==> config.mk <==
export PLATFORM = sky130hd
export DESIGN_NAME = timer_intr_gen
export DESIGN_NICKNAME = d
export VERILOG_FILES = /design/src/rtl/timer_intr_gen.sv
export SDC_FILE = /design/constraint.sdc
export NUM_CORES = 1
export LEC_CHECK = 0
export CORE_ASPECT_RATIO = 0.6
export CORE_MARGIN = 1.5
export CORE_UTILIZATION = 40
export DETAILED_ROUTE_END_ITERATION = 10
export PLACE_DENSITY_LB_ADDON = 0.05
export SYNTH_ARGS = -nofsm -noshare
export SYNTH_HDL_FRONTEND = slang
export SYNTH_SLANG_ARGS = --single-unit
export TNS_END_PERCENT = 5
==> constraint.sdc <==
create_clock -name clk_i -period 2.6 [get_ports clk_i]
set_input_delay 0.26 -clock clk_i [delete_from_list [all_inputs] [get_ports clk_i]]
set_output_delay 0.26 -clock clk_i [all_outputs]
set_load 0.01 [all_outputs]
run_1/m3.png
(3 px per um) Cells faint in the background.
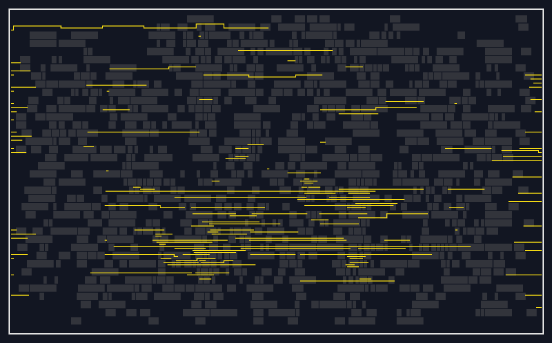
The layer holds 7.8% of the routed length. 116 nets have wire on it. The wires run mostly horizontal. The longest straight run is 119 um. The layer carries 1780 um of wire.
via count: 6309
wire length after detailed routing: 22900 um
global-route met3 utilization: 7.38%

run_1/clock_nets.png
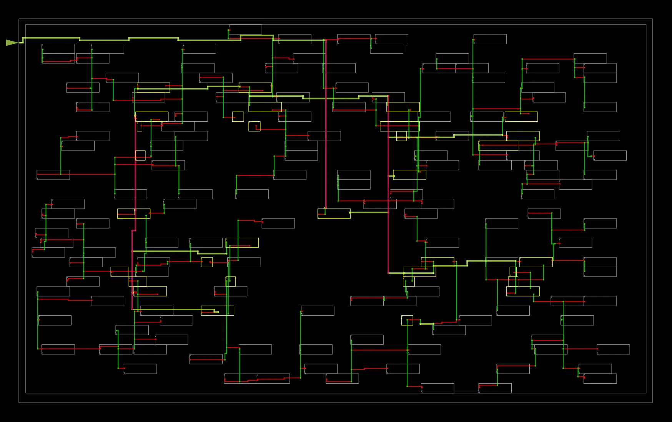
# clock sinks: 137
clock latency on the worst-skew pair: 0.43 ns
largest clock skew in the final design: 0.0132 ns

run_1/sizing.png
(2 px per um)
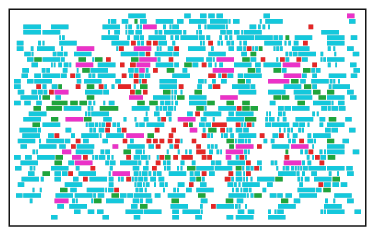
Green stands for x2, cells 80. Cyan stands for x1 and smaller, cells 676. Magenta stands for x6 and larger, cells 31. Red stands for x3 and x4, cells 97.
layout buffer count excluding clock buffers: 165
relative area change from synthesis to final layout: 30.7%

==> summary.txt, run 1 <==
The synthesis and PnR run went through. In this run the tools logged warnings totalling 36. Non-clock buffering overhead in the final layout landed at approximately 16%. Detailed placement ended at an HPWL of around 17000 um.

The share of synthesized area in the top cell type comes to 46.9%. Cells with a size suffix above 1 make up about a quarter of the layout. Xor/xnor cell area share of the yosys netlist landed at under 10%. Total placed cells including tap cells landed at ~1.1k. After clock tree synthesis, the clock-pin slew on the worst setup and hold paths is approximately 0.06 ns. Number of failing setup endpoints in the final timing report landed at 2.

Buffers inserted during clock tree synthesis total 17. Worst hold slack landed at 0.275 ns. Buffers inserted to repair hold after CTS numbered 1. Per the OpenROAD timing report, the critical path contains 10 cells. The repair_antennas step left the layout with diodes totalling 0. First-pass GRT wire length landed at ~36000 um. Final weighted congestion in routability-driven placement landed at 0.939. Ranked by power, first place goes to sequential cells.

Wire length on met2 landed at approximately 9000 um. In the layout the tool counted multi-input logic cells amounting to between 500 and 600. Synthesis produced a netlist whose cell count is approximately 730. TritonCTS built the clock tree. Counting both buffers and inverters, the worst setup path holds a total of 3. Fraction of standard cell area that is sequential landed at roughly 36%. The initial antenna violation count came to 0.

Ranked by total area, the top cell class in this layout is logic gates. A synthesized cell averages approximately 10 um2. Largest fanout of any net on the critical path landed at 7. In this run, the combinational gates consume 21.5% of the power. Met3 wire length landed at between 1500 and 2000 um. Inverter count landed at 15. After layout the clock buffers and inverters come to 6.24% of cell area. The synthesis run shows the most used standard cells to be 137 x dfrtp_1, 92 x nand2_1, 64 x o21ai_0, 59 x mux2_2, 48 x xor2_1.

Post-route fraction of the period consumed by the critical path landed at 101%. Compound-cell area share of the yosys netlist landed at 15.1%. Met2 track utilization from global routing landed at between 30% and 40%. Per the Yosys statistics, synthesis produced between 700 and 800 cells. The flow ran to the end, but the final reports show violations.

Per the post-synthesis report, the nets total 784. At the worst endpoint, the required time is just under 3 ns. Per the cell usage report, the commonest logic cells after layout are 136 x dfrtp_1, 92 x nand2_1, 85 x buf_4. Synthesized area landed at 7310 um2. Routed wirelength normalized by instance count landed at a little over 20 um.

Per STA, the worst path accumulates the most delay in the family AND-OR/OR-AND gates. Looking at the cell usage after synthesis, the top flip-flop cell is dfrtp_1. Of the combinational cells, the family taking the most area is simple AND/OR/NAND/NOR gates. Global routing used roughly a quarter of the available tracks across all layers. Total of max-cap violations landed at 0. In this run, synthesis inferred 0 flip-flops with an integrated enable. In this run the full chip footprint comes out at between 15000 and 20000 um2. Overall power of the completed layout landed at between 6 and 7 mW. Across the whole layout, multi-input logic makes up 38.6% of the cell area.

Fill cell total of the finished layout landed at about 1.6k. In the final timing run, aggregate negative setup slack is -0.0322 ns. Global routing met1 resource utilization landed at roughly two fifths. Counting I/O delays and the setup requirement, the final critical path takes 2.63 ns. Among all stages on the critical path, the largest delay is contributed by xor2_1. After synthesis, the cell types taking the most area are dfrtp_1 47%, mux2_2 9.1%, xor2_1 5.8%.

The worst VDD IR drop from the latest analysis is between 0.3 and 0.4 mV. By startpoint and endpoint, the worst setup path is classified as flip-flop to flip-flop. Checking max transition, the worst relative margin is between 30% and 40%. The clock network consumes a total of approximately 2.5 mW. Maximum number of pins on one net before global-route repair landed at 68. Final routed DRC violation total landed at 0. The pre-CTS setup check shows a worst slack of -0.0135 ns. Hold violation count in the final report landed at 0. Violation count after the first detailed-route iteration landed at 552. The layout report lists the multi-input gate area as roughly 3700 um2. During synthesis, Yosys emitted a total of 0 warnings. Cell depth of the worst flop-to-flop path landed at 10.

In this run the cell area measured after placement is between 8000 and 9000 um2. Post-cts resize count landed at 2. Register bit count reported by yosys landed at between 100 and 150. The worst setup path is launched from a flip-flop. Listed in order, past its start point the critical path passes xor2_1 > nor4_1 > nand4_1 > buf_4 > nor2_1 > buf_4 > buf_4 > a21oi_1 > nand4_1 > a32o_1. Checking hold timing, the worst path is listed with class input port to flip-flop. The global routing stage identified its most utilized layer as met1.

Number of detailed-route iterations in the first pass landed at 5. Sorting the Yosys area breakdown by cell type puts at the top dfrtp_1. Number of cells on the worst hold path landed at 1. Once routing completed, OpenROAD measured the worst setup slack at -0.0289 ns.

Internal power summed over all cells landed at between 4 and 5 mW. At the pin with the least slew margin, the transition time is between 0.9 and 1 ns. Worst path arrival time landed at approximately 2.9 ns. Slack of the worst reg-to-reg path landed at -0.03 ns. Buffer count from post-CTS setup fixing landed at 0. Final cell utilization of the core landed at roughly 53%.

Net switching share of the total power landed at 30.5%. The power report lists the sequential group at 2.77 mW. Site row count landed at 38. The share of total power dissipated in sequential elements is about 42%. The final reports fail on setup timing.

Per the OpenROAD power report, leakage power amounts to just over 4 nW. Summed over all nets, the switching power comes to roughly 2.0 mW. After global routing the overflow that remains totals 0. In the synthesized netlist the async set-or-reset flop fraction comes to 100%. After routing the design area is about 9600 um2. The die is about 180 um wide. Peak per-stage delay on the critical path landed at 0.46 ns. Static timing analysis puts the maximum clock frequency at ~0.38 GHz. The floorplan step set the die height to 108 um. The number of global-route vias before repair was ~6.3k. No sink is reached through more buffers than the 2 on the longest clock path.

Pin placement for this block handled about 83 I/O pins. Sequential share of the synthesized area landed at between 40% and 50%. Multiplexer area fraction after synthesis landed at around an eighth. Looking at the gate-level netlist, the highest instance count belongs to dfrtp_1. Nets still carrying antenna violations after routing amount to 0. The top cell type in the final layout, fill and taps aside, is dfrtp_1.

Using the TritonRoute via totals, the vias-per-cell ratio works out to approximately 5.6. The sequential cells in the finished layout cover a total of approximately 3400 um2. Looking at the clock tree report, the root buffer type is clkbuf_16.

Power share of the clock group landed at 37.0%. The finished layout holds around 1.1k standard cells, fillers aside. CTS built an H-tree with a depth of 4. The floorplan step records an initial core utilization of between 40% and 50%. Synthesis instantiated ~63 different standard cells from the library.

The core region is around 18000 um2. Final sequential cell count landed at 137. Total number of tap cells landed at roughly 240. The highest layer touched by signal routing is met4. Clock buffers in the final layout number 20.

For this run, the post-layout net count is between 900 and 1k. Counting stages on the worst path, the most repeated cell is buf_4.
==> run 2, diff against run 1 <==
--- a/config.mk
+++ b/config.mk
@@ -9,8 +9,10 @@
 export CORE_MARGIN = 1.5
 export CORE_UTILIZATION = 40
 export DETAILED_ROUTE_END_ITERATION = 10
+export DONT_BUFFER_PORTS = 1
 export PLACE_DENSITY_LB_ADDON = 0.05
+export SKIP_LAST_GASP = 1
 export SYNTH_ARGS = -nofsm -noshare
 export SYNTH_HDL_FRONTEND = slang
 export SYNTH_SLANG_ARGS = --single-unit
-export TNS_END_PERCENT = 5
+export TNS_END_PERCENT = 100
==> run 2 against run 1 <==
The run ends with hold timing, setup timing left. Global-route usage rose by 0.91 points. Worst setup slack got worse by 0.0095 ns. Utilization decreased by 1.5 points. Non-clock buffer count shrank 29. Critical endpoint is now r_count[26]$_DFFE_PN0P_. Largest cell class unchanged. Largest power group unchanged.
==> summary.txt, run 2 <==
The synthesis and PnR run went through. The run finished, with violations left. The checks that failed: hold timing, setup timing. The OpenROAD report gives the critical path a required time of slightly below 3 ns.

In the finished design the tool counted flip-flops and latches totalling 137. The finished layout reports a core utilization of 51.6%. The layout has between 1.5k and 2k filler cells. Clock network power landed at 2.26 mW. Post-cts resize count landed at 6. Power share of the clock group landed at 35.1%. Non-clock buffering overhead in the final layout landed at 13.1%.

Met3 wire length landed at around 1900 um. Detailed placement HPWL landed at 16600 um. The cell that appears most often on the critical path is buf_4. Setup slack on the critical path of the routed design comes to -0.0383 ns. Fraction of standard cell area that is sequential landed at a little under two fifths.

According to the CTS report, the clock sink count is around 140. The congestion estimate from routability-driven global placement came to 0.890. In this run, synthesis produced a sequential element count of ~140. On the critical path the largest part of the delay comes from simple AND/OR/NAND/NOR gates. Portion of total power attributed to combinational logic landed at a little over a fifth.

On the worst path, the slowest cell contributes a delay of approximately 0.42 ns. Hold buffer count at CTS landed at 33. The flow reports an fmax of approximately 0.38 GHz. Number of standard cells after synthesis landed at around 730. Final routed DRC violation total landed at 0.

Endpoints failing hold in the final report were tallied at 137. The synthesis stats list as the most numerous cell dfrtp_1. Worst path arrival time landed at 2.93 ns.

Site row count landed at 38. Total inserted antenna cells landed at 0. Minimum period implied by the final worst setup slack landed at about 2.6 ns. Global routing met1 resource utilization landed at between 40 and 50%.

Per the final layout report, the fraction of cells sized above drive strength 1 comes to 25.9%. Setup total negative slack on the finished layout was measured at -0.0383 ns. Slack of the worst reg-to-reg path landed at -0.04 ns. The flow inserted around 240 tap cells. Internal power summed over all cells landed at approximately 4.5 mW. Buffer count from post-CTS setup fixing landed at 5.

According to the I/O placement log, the pin count is between 80 and 90. The min-delay analysis places its worst path in the category input port to async pin. The tree is rooted in a clkbuf_16.

Fraction of synthesis flops using an asynchronous set or reset pin landed at 100%. Overall track demand over capacity in global routing landed at a little over a quarter. In this run, the number of DRC markers left after iteration 0 of detailed routing was 434.

For this run, the post-layout net count is 893. Area share of the leading cell type in the synthesized netlist landed at 46.9%. Sequential-cell power consumption landed at 2.76 mW. Leaving out fill and tap cells, the most frequent cells in the layout are 136 x dfrtp_1, 92 x nand2_1, 92 x buf_4. Compound-cell area share of the yosys netlist landed at 15.1%. After detailed routing, no signal wire sits above met4. Once placement finished, the instance area stood at about 8200 um2. Average via count per standard cell landed at between 5 and 6.

Traced cell by cell, the critical path runs through ha_1 > nand3_1 > buf_4 > nor4_2 > and3_1 > buf_4 > nor4b_1 > a21oi_1 > o211ai_1. Routing resource usage on met2 recorded by global route was a little over a third. For reference, the most critical setup path is categorized as flip-flop to flip-flop. Sequential share of the synthesized area landed at 46.9%. Leaving out the clock tree, the finished layout contains a buffer count of 136. Overall power of the completed layout landed at ~6.4 mW. In this run the most used layer during global routing was met1. The report counts max-capacitance violations totalling 0. The die is approximately 110 um tall. By area the synthesized netlist is led by dfrtp_1 47%, mux2_2 9.1%, xor2_1 5.8%. Register area landed at 3430 um2. With fillers left out, the area of the finished cells amounts to around 9300 um2. Sequential cell fraction of total power landed at 42.9%.

Share of the final layout cell area in multi-input gates landed at between 40% and 50%. CTS built an H-tree with a depth of 4. TritonCTS created 17 clock buffers. The transition time recorded at the tightest slew-check pin is a little under 1 ns. In the final layout, excluding clock inverters the inverter count is 15. The group that draws the most power in this run is sequential cells. Core footprint landed at approximately 18000 um2. Number of nets in the synthesized netlist landed at 784. The critical path's slowest stage uses the library cell dfrtp_1. The global route stage reports its total congestion overflow as 0. Worst-case setup slack after placement landed at -0.438 ns. Leaving out filler cells and counting taps, the final layout contains about 1.1k. Tally of OpenROAD warnings landed at about 40. Multiplexer area fraction after synthesis landed at about 12%. The synthesized design spends more area on one cell type than any other, namely dfrtp_1.

Total placed cells including tap cells landed at 1017. Antenna violation net count after detailed routing landed at 0. Counting only logic cells after layout, the most numerous master is dfrtp_1. Unique cell type count in the Yosys netlist landed at between 60 and 70. For reference, the top cells by count after synthesis are 137 x dfrtp_1, 92 x nand2_1, 64 x o21ai_0, 59 x mux2_2, 48 x xor2_1.

For reference, the clock transition at the flip-flops on the worst setup and hold paths is roughly 0.060 ns. In this run the power spent charging and discharging nets is ~1.9 mW. Clock insertion delay at the later pin of the skew report landed at 0.42 ns. Xor/xnor cell area share of the yosys netlist landed at 6.71%. Initial antenna violation count landed at 0. Number of cell instances after yosys synthesis landed at between 700 and 800. The final report lists the setup-violating endpoint count as 1. Looking at the cell usage after synthesis, the top flip-flop cell is dfrtp_1. Wire length on met2 landed at a little under 10000 um.

TritonCTS built the clock tree. Worst hold slack landed at -0.473 ns. The first global-routing pass estimated ~37000 um of wire. Logic depth of the worst path, buffers included landed at 9.

STA classifies the critical path startpoint as a flip-flop. Total number of multi-input combinational cells landed at 535. Summing all multi-input logic gate instances after layout gives between 3000 and 4000 um2.

Reported leakage power landed at between 4 and 5 nW. Per the OpenROAD floorplan log, the area of the die is ~19000 um2. Number of global-route vias before repair landed at 6057. Average instance area after synthesis landed at 9.97 um2. The first detailed-routing pass took 5 iterations.
run_2/m3.png
(3 px per um) Cells faint in the background.
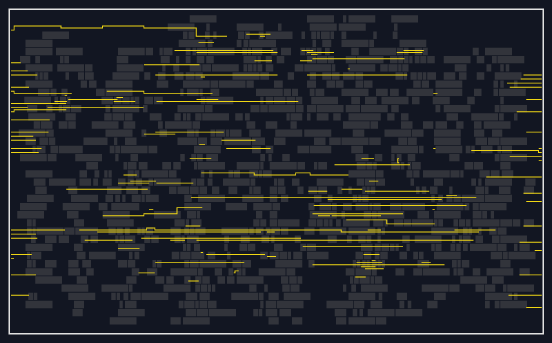
The layer holds 8.0% of the routed length. The wires run mostly horizontal. The longest straight run is 94.8 um. The layer carries 1920 um of wire. 105 nets have wire on it.
global-route met3 utilization: 7.56%
wire length after detailed routing: 24000 um
via count: 6277

No activity file was given, so power comes from the tool's default toggle rates.
